run_1/metal_stack.png
Only two layers are drawn.
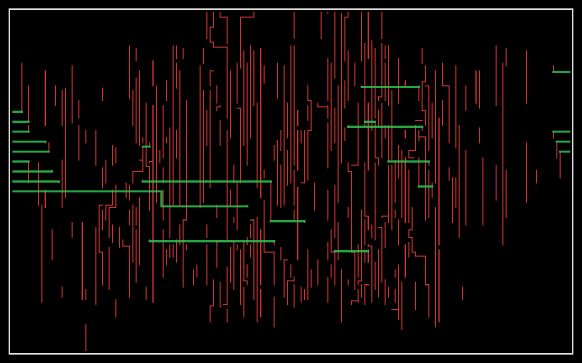
run_1/gate_families.png
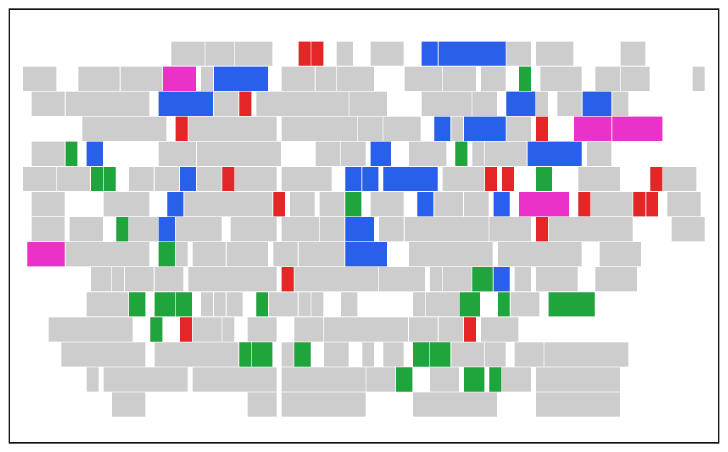
run_1/registers.png
Bar = 20 um. Other cells in grey.
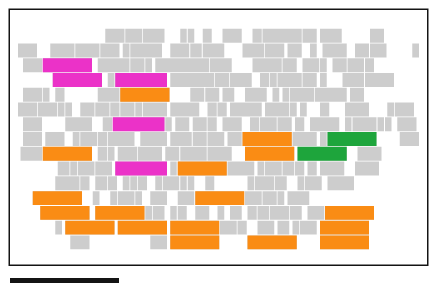
<file path="src/rtl/adder_fnd_ctrl.sv">
// Display stage for the 4-bit ripple adder.
//
// Captures the adder result {cout, sum} (0..31) on a valid strobe, holds it, converts it to
// decimal and scans it onto a 4-digit common-anode 7-segment display (Basys3-style FND).
//
// Ports:
//   clk      - system clock, rising edge
//   rst_n    - asynchronous active-low reset
//   i_valid  - capture strobe, sampled on the rising clk edge
//   i_sum    - adder sum s3..s0
//   i_cout   - adder carry-out
//   o_value  - held value {cout, sum}
//   o_carry  - held carry bit (o_value[4])
//   fnd_com  - digit enables, active-low, bit0 = rightmost digit
//   fnd_data - segments, active-low, {dp,g,f,e,d,c,b,a}
module adder_fnd_ctrl #(
  parameter int unsigned TICK_DIV = 100000
) (
  input  logic       clk,
  input  logic       rst_n,
  input  logic       i_valid,
  input  logic [3:0] i_sum,
  input  logic       i_cout,
  output logic [4:0] o_value,
  output logic       o_carry,
  output logic [3:0] fnd_com,
  output logic [7:0] fnd_data
);

  localparam int unsigned TickW = (TICK_DIV > 1) ? $clog2(TICK_DIV) : 1;
  localparam logic [TickW-1:0] TickMax = TickW'(TICK_DIV - 1);

  localparam logic [7:0] SegBlank = 8'hFF;
  localparam logic [7:0] SegC     = 8'hC6;

  typedef enum logic [1:0] {StDig0, StDig1, StDig2, StDig3} digit_e;

  logic [4:0]       hold_q;
  logic [TickW-1:0] tick_cnt_q;
  logic             tick_wrap;
  digit_e           digit_sel_q, digit_sel_d;

  logic [1:0] tens;
  logic [3:0] tens_x10;
  logic [3:0] ones;

  // Capture register.
  always_ff @(posedge clk or negedge rst_n) begin
    if (!rst_n) begin
      hold_q <= 5'd0;
    end else if (i_valid) begin
      hold_q <= {i_cout, i_sum};
    end
  end

  // Slot timer: one digit slot lasts TICK_DIV cycles.
  assign tick_wrap = (tick_cnt_q == TickMax);

  always_ff @(posedge clk or negedge rst_n) begin
    if (!rst_n) begin
      tick_cnt_q <= '0;
    end else if (tick_wrap) begin
      tick_cnt_q <= '0;
    end else begin
      tick_cnt_q <= tick_cnt_q + 1'b1;
    end
  end

  // Digit state register.
  always_ff @(posedge clk or negedge rst_n) begin
    if (!rst_n) begin
      digit_sel_q <= StDig0;
    end else begin
      digit_sel_q <= digit_sel_d;
    end
  end

  // Binary to decimal by comparison; value is at most 31 so tens is 0..3.
  always_comb begin
    tens = 2'd0;
    if (hold_q >= 5'd30) begin
      tens = 2'd3;
    end else if (hold_q >= 5'd20) begin
      tens = 2'd2;
    end else if (hold_q >= 5'd10) begin
      tens = 2'd1;
    end
  end

  // Only the low nibble of 10*tens is needed: the subtraction result fits in 4 bits, so
  // mod-16 arithmetic gives the exact ones digit (10, 20, 30 -> 10, 4, 14).
  always_comb begin
    tens_x10 = 4'd0;
    case (tens)
      2'd1:    tens_x10 = 4'd10;
      2'd2:    tens_x10 = 4'd4;
      2'd3:    tens_x10 = 4'd14;
      default: tens_x10 = 4'd0;
    endcase
  end

  assign ones = hold_q[3:0] - tens_x10;

  function automatic logic [7:0] seg7(input logic [3:0] digit);
    logic [7:0] seg;
    seg = SegBlank;
    case (digit)
      4'd0:    seg = 8'hC0;
      4'd1:    seg = 8'hF9;
      4'd2:    seg = 8'hA4;
      4'd3:    seg = 8'hB0;
      4'd4:    seg = 8'h99;
      4'd5:    seg = 8'h92;
      4'd6:    seg = 8'h82;
      4'd7:    seg = 8'hF8;
      4'd8:    seg = 8'h80;
      4'd9:    seg = 8'h90;
      default: seg = SegBlank;
    endcase
    return seg;
  endfunction

  // Next digit and output decode; outputs depend only on registered state.
  always_comb begin
    digit_sel_d = digit_sel_q;
    fnd_com     = 4'b1110;
    fnd_data    = SegBlank;
    unique case (digit_sel_q)
      StDig0: begin
        if (tick_wrap) digit_sel_d = StDig1;
        fnd_com  = 4'b1110;
        fnd_data = seg7(ones);
      end
      StDig1: begin
        if (tick_wrap) digit_sel_d = StDig2;
        fnd_com  = 4'b1101;
        fnd_data = (tens == 2'd0) ? SegBlank : seg7({2'b00, tens});
      end
      StDig2: begin
        if (tick_wrap) digit_sel_d = StDig3;
        fnd_com  = 4'b1011;
        fnd_data = SegBlank;
      end
      StDig3: begin
        if (tick_wrap) digit_sel_d = StDig0;
        fnd_com  = 4'b0111;
        fnd_data = hold_q[4] ? SegC : SegBlank;
      end
      default: begin
        digit_sel_d = StDig0;
        fnd_com     = 4'b1110;
        fnd_data    = SegBlank;
      end
    endcase
  end

  assign o_value = hold_q;
  assign o_carry = hold_q[4];

endmodule

</file>
<file path="config.mk">
export PLATFORM = sky130hd
export DESIGN_NAME = adder_fnd_ctrl
export DESIGN_NICKNAME = d
export VERILOG_FILES = /design/src/rtl/adder_fnd_ctrl.sv
export SDC_FILE = /design/constraint.sdc
export NUM_CORES = 1
export LEC_CHECK = 0
export CAP_MARGIN = 20
export CORE_ASPECT_RATIO = 0.6
export CORE_UTILIZATION = 48
export DETAILED_ROUTE_END_ITERATION = 8
export PLACE_DENSITY = 0.76
export SYNTH_ARGS = -nofsm -noshare
export SYNTH_HDL_FRONTEND = slang
export SYNTH_SLANG_ARGS = --single-unit
</file>
<file path="constraint.sdc">
create_clock -name clk -period 3.65 [get_ports clk]
set_input_delay 1.095 -clock clk [delete_from_list [all_inputs] [get_ports clk]]
set_output_delay 1.095 -clock clk [all_outputs]
set_load 0.02 [all_outputs]
</file>
==> results.toml, run 1 <==
# generated from flow reports
[outcome]
outcome = "finished, violations left"
failing_checks = "negative setup slack"

[hold_path]
hold_path_class = "flip-flop to flip-flop"

[placement]
numPortBuffers = 24

[grt]
grt_overflow = 0
grt.busiest_layer = "met2"
grt_use_met1_pct = 32.9
grt_antenna_before_repair = 0
routing_usage_on_met2_pct = 38.9

[pwr]
netSwitchingPower_uw = 314
clk-power_uw = 157
intPower_uw = 593
power.share.combinational_pct = 52.3
switching_share_pct = 34.6
vdd.ir_drop.worst_v = 0.000284

[synth]
synth_top_cell_by_area = "sky130_fd_sc_hd__dfrtp_1"
post_synth_inst_count = 167
yosys_area_um2 = 1610
edf_count = 0
ys_top_cells_by_area = "sky130_fd_sc_hd__dfrtp_1 (37%), sky130_fd_sc_hd__ha_1 (12%), sky130_fd_sc_hd__xnor2_1 (6.0%)"
netlist_area_um2 = 1610

[worst_setup_path]
stages_on_the_worst_setup_path = 11
required_ns = 2.55
crit_path_max_incr_delay_ns = 0.52
critical_path.reg2reg.startpoint = "tick_cnt_q[9]"

[final_timing]
rsz_0062_raised_after_global_routing = "yes"
timing.final.crit_period_ns = 3.85
clock_skew_ns = 0.00418
setup_viol = 7
worst_setup_margin_ns = -0.198

[cells_and_area]
layout_buffer_count_excluding_clock_buffers = 48
flow.area_growth_from_synthesis_pct = 36.1
layout.nets = 239
fillCellCount = 212
non_clock_inverter_count = 17

[floorplanning]
tapCellCount = 42
design.core.area_um2 = 3020
floorplan.die.height_um = 46.9

[clock_network]
count_of_cells_resized_by_post_cts_repair = 49
clock.latency.late_pin_ns = 0.26
postCtsHoldBufs = 0
htree_levels = 1
postCtsSetupBuffers = 4

[drt]
detailedRoute.firstPassIterationCount = 4
ant_nets = 0
routed_met1_length_um = 1900
route.top_layer_used = "met3"
vias_per_cell = 5.19

[flow_run]
timing.max_cap.violations = 0
About metal_stack.png:
Key: met3 = green [wire length 141 um]; met2 = red [wire length 1760 um]
Vias: 1328
gr usage total: 23.2%
DR WL/cell: 14.9 um

About gate_families.png:
Key: inverting AOI/OAI gates = blue [cells 22]; multiplexers = magenta [cells 5]; inverters = red [cells 17]; NAND gates = green [cells 26]
final non-filler cell total: 256
most frequent logic cell in the layout: sky130_fd_sc_hd__buf_4

About registers.png:
Key: digit_sel_q = green [placed flops 2]; tick_cnt_q = orange [placed flops 17]; o_value = magenta [placed flops 5]
Seq/total area: 27.5%
sequential power: 277 uW
register area: 604 um2
core occupancy in the finished layout: 72.6%

[run 1: cell families after synthesis]
kind of cell / synth area share, %
xor gates and xnor gates: 10.4
AOI/OAI and AO/OA: 9.31
and+or+nand+nor: 18.8
muxes: 3.88
adders and majority gates: 14.4
buffers and inverters: 5.82
other: 0.233
DFF: 37.2
[run 1: through the flow]
| stage | setup TNS, ns | area (um2) | hold slack, ns |
|---|---|---|---|
| after floorplan | 0 | 1680 | 0.452 |
| after global placement | -2.40 | 2090 | 0.475 |
| after detailed placement | -3.22 | 2090 | 0.483 |
| after CTS | -0.862 | 2190 | 0.494 |
| after global routing | -1.66 | 2190 | 0.525 |
| final | -1.08 | 2190 | 0.490 |
[run 1: state kept, by name (all words and copies together), names as in the netlist]
signal / count
digit_sel_q: 2
o_value: 5
tick_cnt_q: 17
==> run 2: changes to the inputs <==
- CORE_UTILIZATION: 48 -> 55
- PLACE_DENSITY: 0.76 -> 0.82
- RECOVER_POWER: default -> 25
- clock period: 3.65 -> 4.95 ns (I/O delays scaled with it)
==> run 2 against run 1 <==
Compared with the run above:
- the run now ends clean
- global-route usage up 2.0 points
- via count down 2.5%
- highest routed layer is now met4
- critical path depth shrank 1
- final area fell by 10%
- hold slack improved by 0.0076 ns
- largest power group unchanged
- first-iteration DRC count up 37%
==> results.toml, run 2 <==
# generated from flow reports
[pwr]
netSwitchingPower_uw = 204
power.share.combinational_pct = 39.1
switching_share_pct = 32.9
pwr.group.sequential_uw = 208
vdd.ir_drop.worst_v = 0.000181

[synth]
synth_top_cell_by_area = "sky130_fd_sc_hd__dfrtp_1"
yosys_area_um2 = 1610
edf_count = 0
ys_top_cells_by_area = "sky130_fd_sc_hd__dfrtp_1 (37%), sky130_fd_sc_hd__ha_1 (12%), sky130_fd_sc_hd__xnor2_1 (6.0%)"
netlist_area_um2 = 1610
post_synth_inst_count = 167

[cells_and_area]
fillCellCount = 185
seqCellArea_um2 = 602
largest_register = "tick_cnt_q"
final_area_um2 = 1980
largest_reg_flops = 17
layout.nets = 216

[worst_setup_path]
critical_path.reg2reg.startpoint = "tick_cnt_q[9]"
crit_path_max_incr_delay_ns = 0.65

[final_timing]
clock_skew_ns = 0.00740
setup_viol = 0
timing.final.crit_period_ns = 4.79
worst_setup_margin_ns = 0.165

[floorplanning]
floorplan.die.height_um = 43.9
design.core.area_um2 = 2650

[grt]
grt_use_met1_pct = 33.7

[placement]
placedInstanceArea_um2 = 1870

[drt]
detailedRoute.firstPassIterationCount = 4
vias_per_cell = 5.61
dr_total_vias = 1295

[clock_network]
clock.latency.late_pin_ns = 0.27
postCtsSetupBuffers = 0
htree_levels = 1

[hold_path]
hold_path_class = "flip-flop to flip-flop"

[outcome]
outcome = "completed"
## run 2: cells by family after synthesis
family	share of synthesized area (%)
fa+ha+maj	14.4
compound gates	9.31
flops	37.2
simple gates	18.8
xor+xnor	10.4
mux	3.88
buf+inv	5.82
other cells	0.233
## run 2: what timing repair did
| item | CTS | global route |
|---|---|---|
| resized | 6 | 6 |
| setup endpoints to repair | 7 | 4 |
| endpoints found under the hold margin | 0 | 0 |
| pin swaps | 0 | 1 |
## run 2: metal layers
metal,vias to the layer above,wire length [um]
met5,-,0
met1,595,1690
li1,610,-
met4,0,85
met2,78,1690
met3,12,278
## run 2: layout make-up
type	instances	area share, %
multi-input cells	121	47.2
repair buffers	25	12.9
clock buffers	3	2.09
well taps	40	2.53
flip-flops and latches	24	30.5
clock inverters	1	1.52
inverters	17	3.23
run_2/registers.png
Bar = 20 um. Other cells in grey.
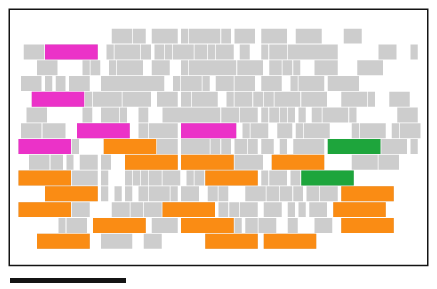
Key: tick_cnt_q = orange [placed flops 17]; digit_sel_q = green [placed flops 2]; o_value = magenta [placed flops 5, where left middle]
Seq/total area: 30.5%
core occupancy in the finished layout: 74.7%

run_2/final_congestion.png
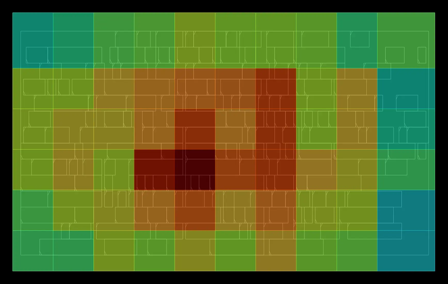
routing usage on met2: 39.4%
met3 track demand over resource: 6.28%
DR WL/cell: 16.2 um
busiest layer in global routing: met2
gr usage total: 25.2%

run_2/gate_families.png
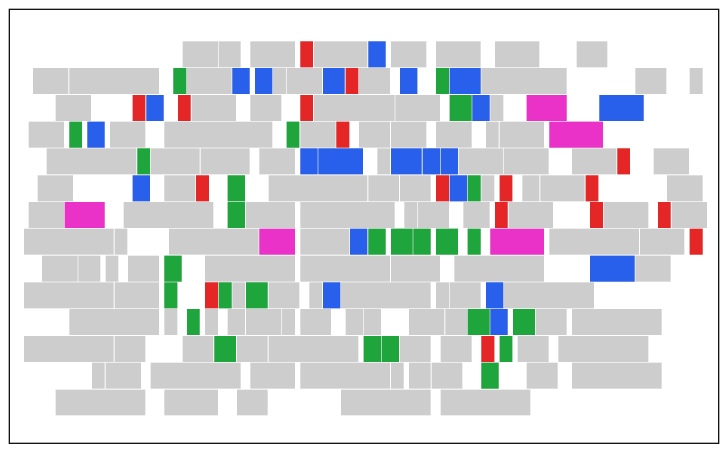
Key: multiplexers = magenta [cells 5]; inverting AOI/OAI gates = blue [cells 22]; inverters = red [cells 17]; NAND gates = green [cells 26]
most frequent logic cell in the layout: sky130_fd_sc_hd__dfrtp_1
final non-filler cell total: 231
Comb/total area: 47.2%

==> run 3: changes to the inputs <==
- TNS_END_PERCENT: default -> 20
run_3/registers.png
Bar = 20 um. Other cells in grey.
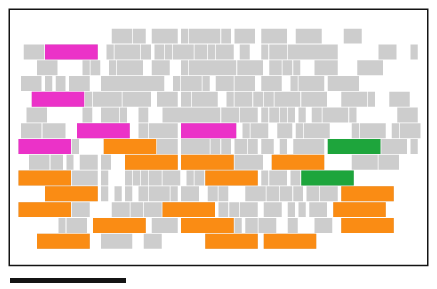
Key: o_value = magenta [placed flops 5, where left middle]; digit_sel_q = green [placed flops 2]; tick_cnt_q = orange [placed flops 17]
register area: 602 um2
sequential power: 207 uW

run_3/drive_strength.png
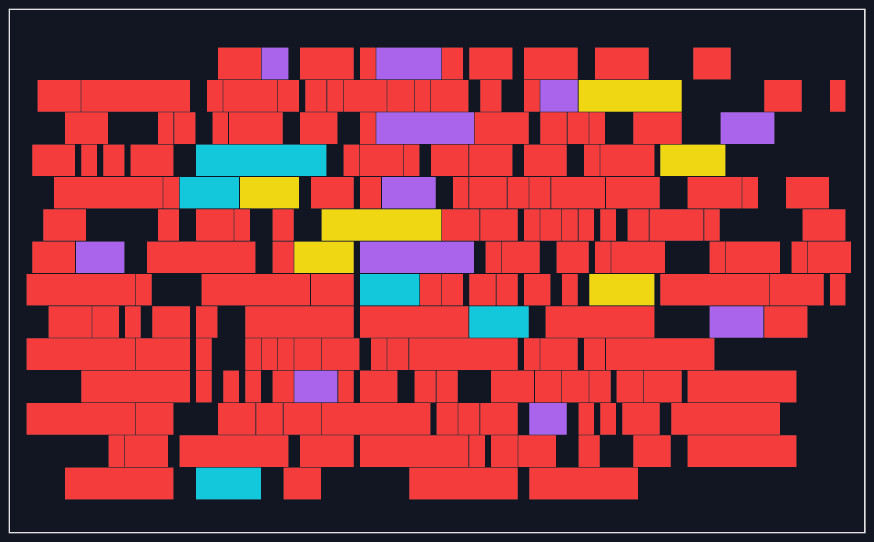
Key: drive 6 and up = cyan [cells 5, share 2.6%, most used clkbuf_8]; drive 3 to 4 = yellow [cells 6, share 3.1%, most used mux2_4]; drive 1 or less = red [cells 169, share 88%, most used dfrtp_1]; drive 2 = purple [cells 11, share 5.8%, most used a211oi_2]
layout buffer count excluding clock buffers: 25
worst setup margin: 0.160 ns
post-route cell area: 1980 um2
area added between synthesis and finish: 22.5%

run_3/gate_families.png
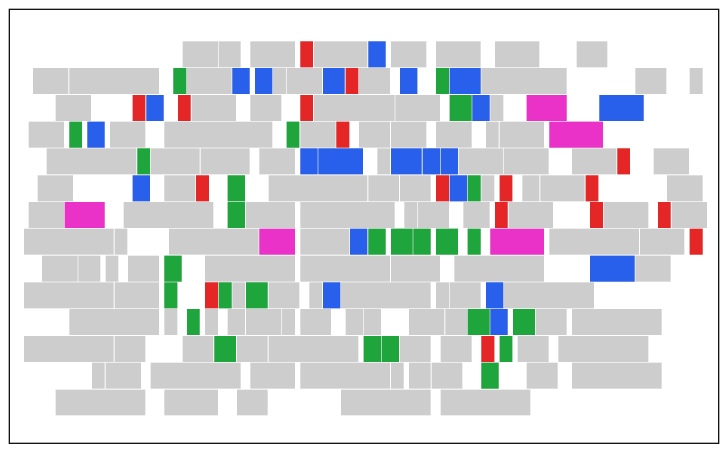
Key: multiplexers = magenta [cells 5]; inverters = red [cells 17]; NAND gates = green [cells 26]; inverting AOI/OAI gates = blue [cells 22]

==> run 3 against run 2 <==
Compared with the run above:
- sequential power barely moved
- maximum frequency fell by 0.11%
- synthesized cell count did not move
- final area did not move
- cell count did not move
- wire length barely moved
==> results.toml, run 3 <==
# generated from flow reports
[floorplanning]
io-pin-count = 26
design.core.area_um2 = 2650
floorplan.die.height_um = 43.9

[placement]
placedInstanceArea_um2 = 1870

[grt]
met3_track_demand_over_resource_pct = 6.28
grt.busiest_layer = "met2"
routing_usage_on_met2_pct = 39.4
grt_use_met1_pct = 33.7
grt.total_usage_pct = 25.2

[drt]
vias_per_cell = 5.58
dr_wl_met2_um = 1710
dr_total_vias = 1290
detailedRoute.firstPassIterationCount = 4
routedWlPerCell_um = 16.2
wl_um = 3740
route.top_layer_used = "met4"
met3RoutedLength_um = 239

[final_timing]
clock_skew_ns = 0.00975
timing.final.crit_period_ns = 4.79
setup_viol = 0

[synth]
yosys_area_um2 = 1610
ys_sh_xor_pct = 10.4
synth_top_cell_by_area = "sky130_fd_sc_hd__dfrtp_1"
ys_top_cells_by_area = "sky130_fd_sc_hd__dfrtp_1 (37%), sky130_fd_sc_hd__ha_1 (12%), sky130_fd_sc_hd__xnor2_1 (6.0%)"
synth.cellmix.compoundShare_pct = 9.31
yosys_adder_share_pct = 14.4
synth.area.mux_share_pct = 3.88

[worst_setup_path]
critical_path.reg2reg.startpoint = "tick_cnt_q[9]"
crit_path_max_incr_delay_ns = 0.65

[pwr]
power.share.combinational_pct = 39.0
intPower_uw = 417
clk-power_uw = 171
netSwitchingPower_uw = 204
comb_power_uw = 242

[cells_and_area]
final_layout_top_logic_cell = "sky130_fd_sc_hd__dfrtp_1"
finish.utilization_pct = 74.7
layout.nets = 216
largest_register = "tick_cnt_q"
largest_reg_flops = 17

[clock_network]
clk_root_buffer_cell = "sky130_fd_sc_hd__clkbuf_8"
clock.latency.late_pin_ns = 0.27
htree_levels = 1

[outcome]
outcome = "completed"

[hold_path]
hold_path_class = "flip-flop to flip-flop"
-- run 3: worst max path at each step --
stage / slack, ns / to / from
after global placement: 0.37 / fnd_data[0] / o_value[4]
after CTS: 0.001 / fnd_data[6] / o_value[2]
after detailed placement: 0.18 / fnd_data[0] / o_value[4]
after global routing: -0.01 / fnd_data[6] / o_value[4]
after floorplan: 0.62 / fnd_data[0] / o_value[4]
final: 0.16 / fnd_data[6] / o_value[4]
-- run 3: area by class of cell --
class | count | area [um2]
clock inverter | 1 | 30.0
multi-input combinational | 121 | 933
fill | 185 | 669
tap | 40 | 50.0
timing repair buffer | 25 | 255
sequential | 24 | 602
clock buffer | 3 | 41.3
inverter | 17 | 63.8
-- run 3: timing repair --
item	4_1_cts	5_1_grt
buffers inserted	0	0
gates resized	6	6
setup endpoints to repair	7	4
Power and IR drop assume default switching activity.
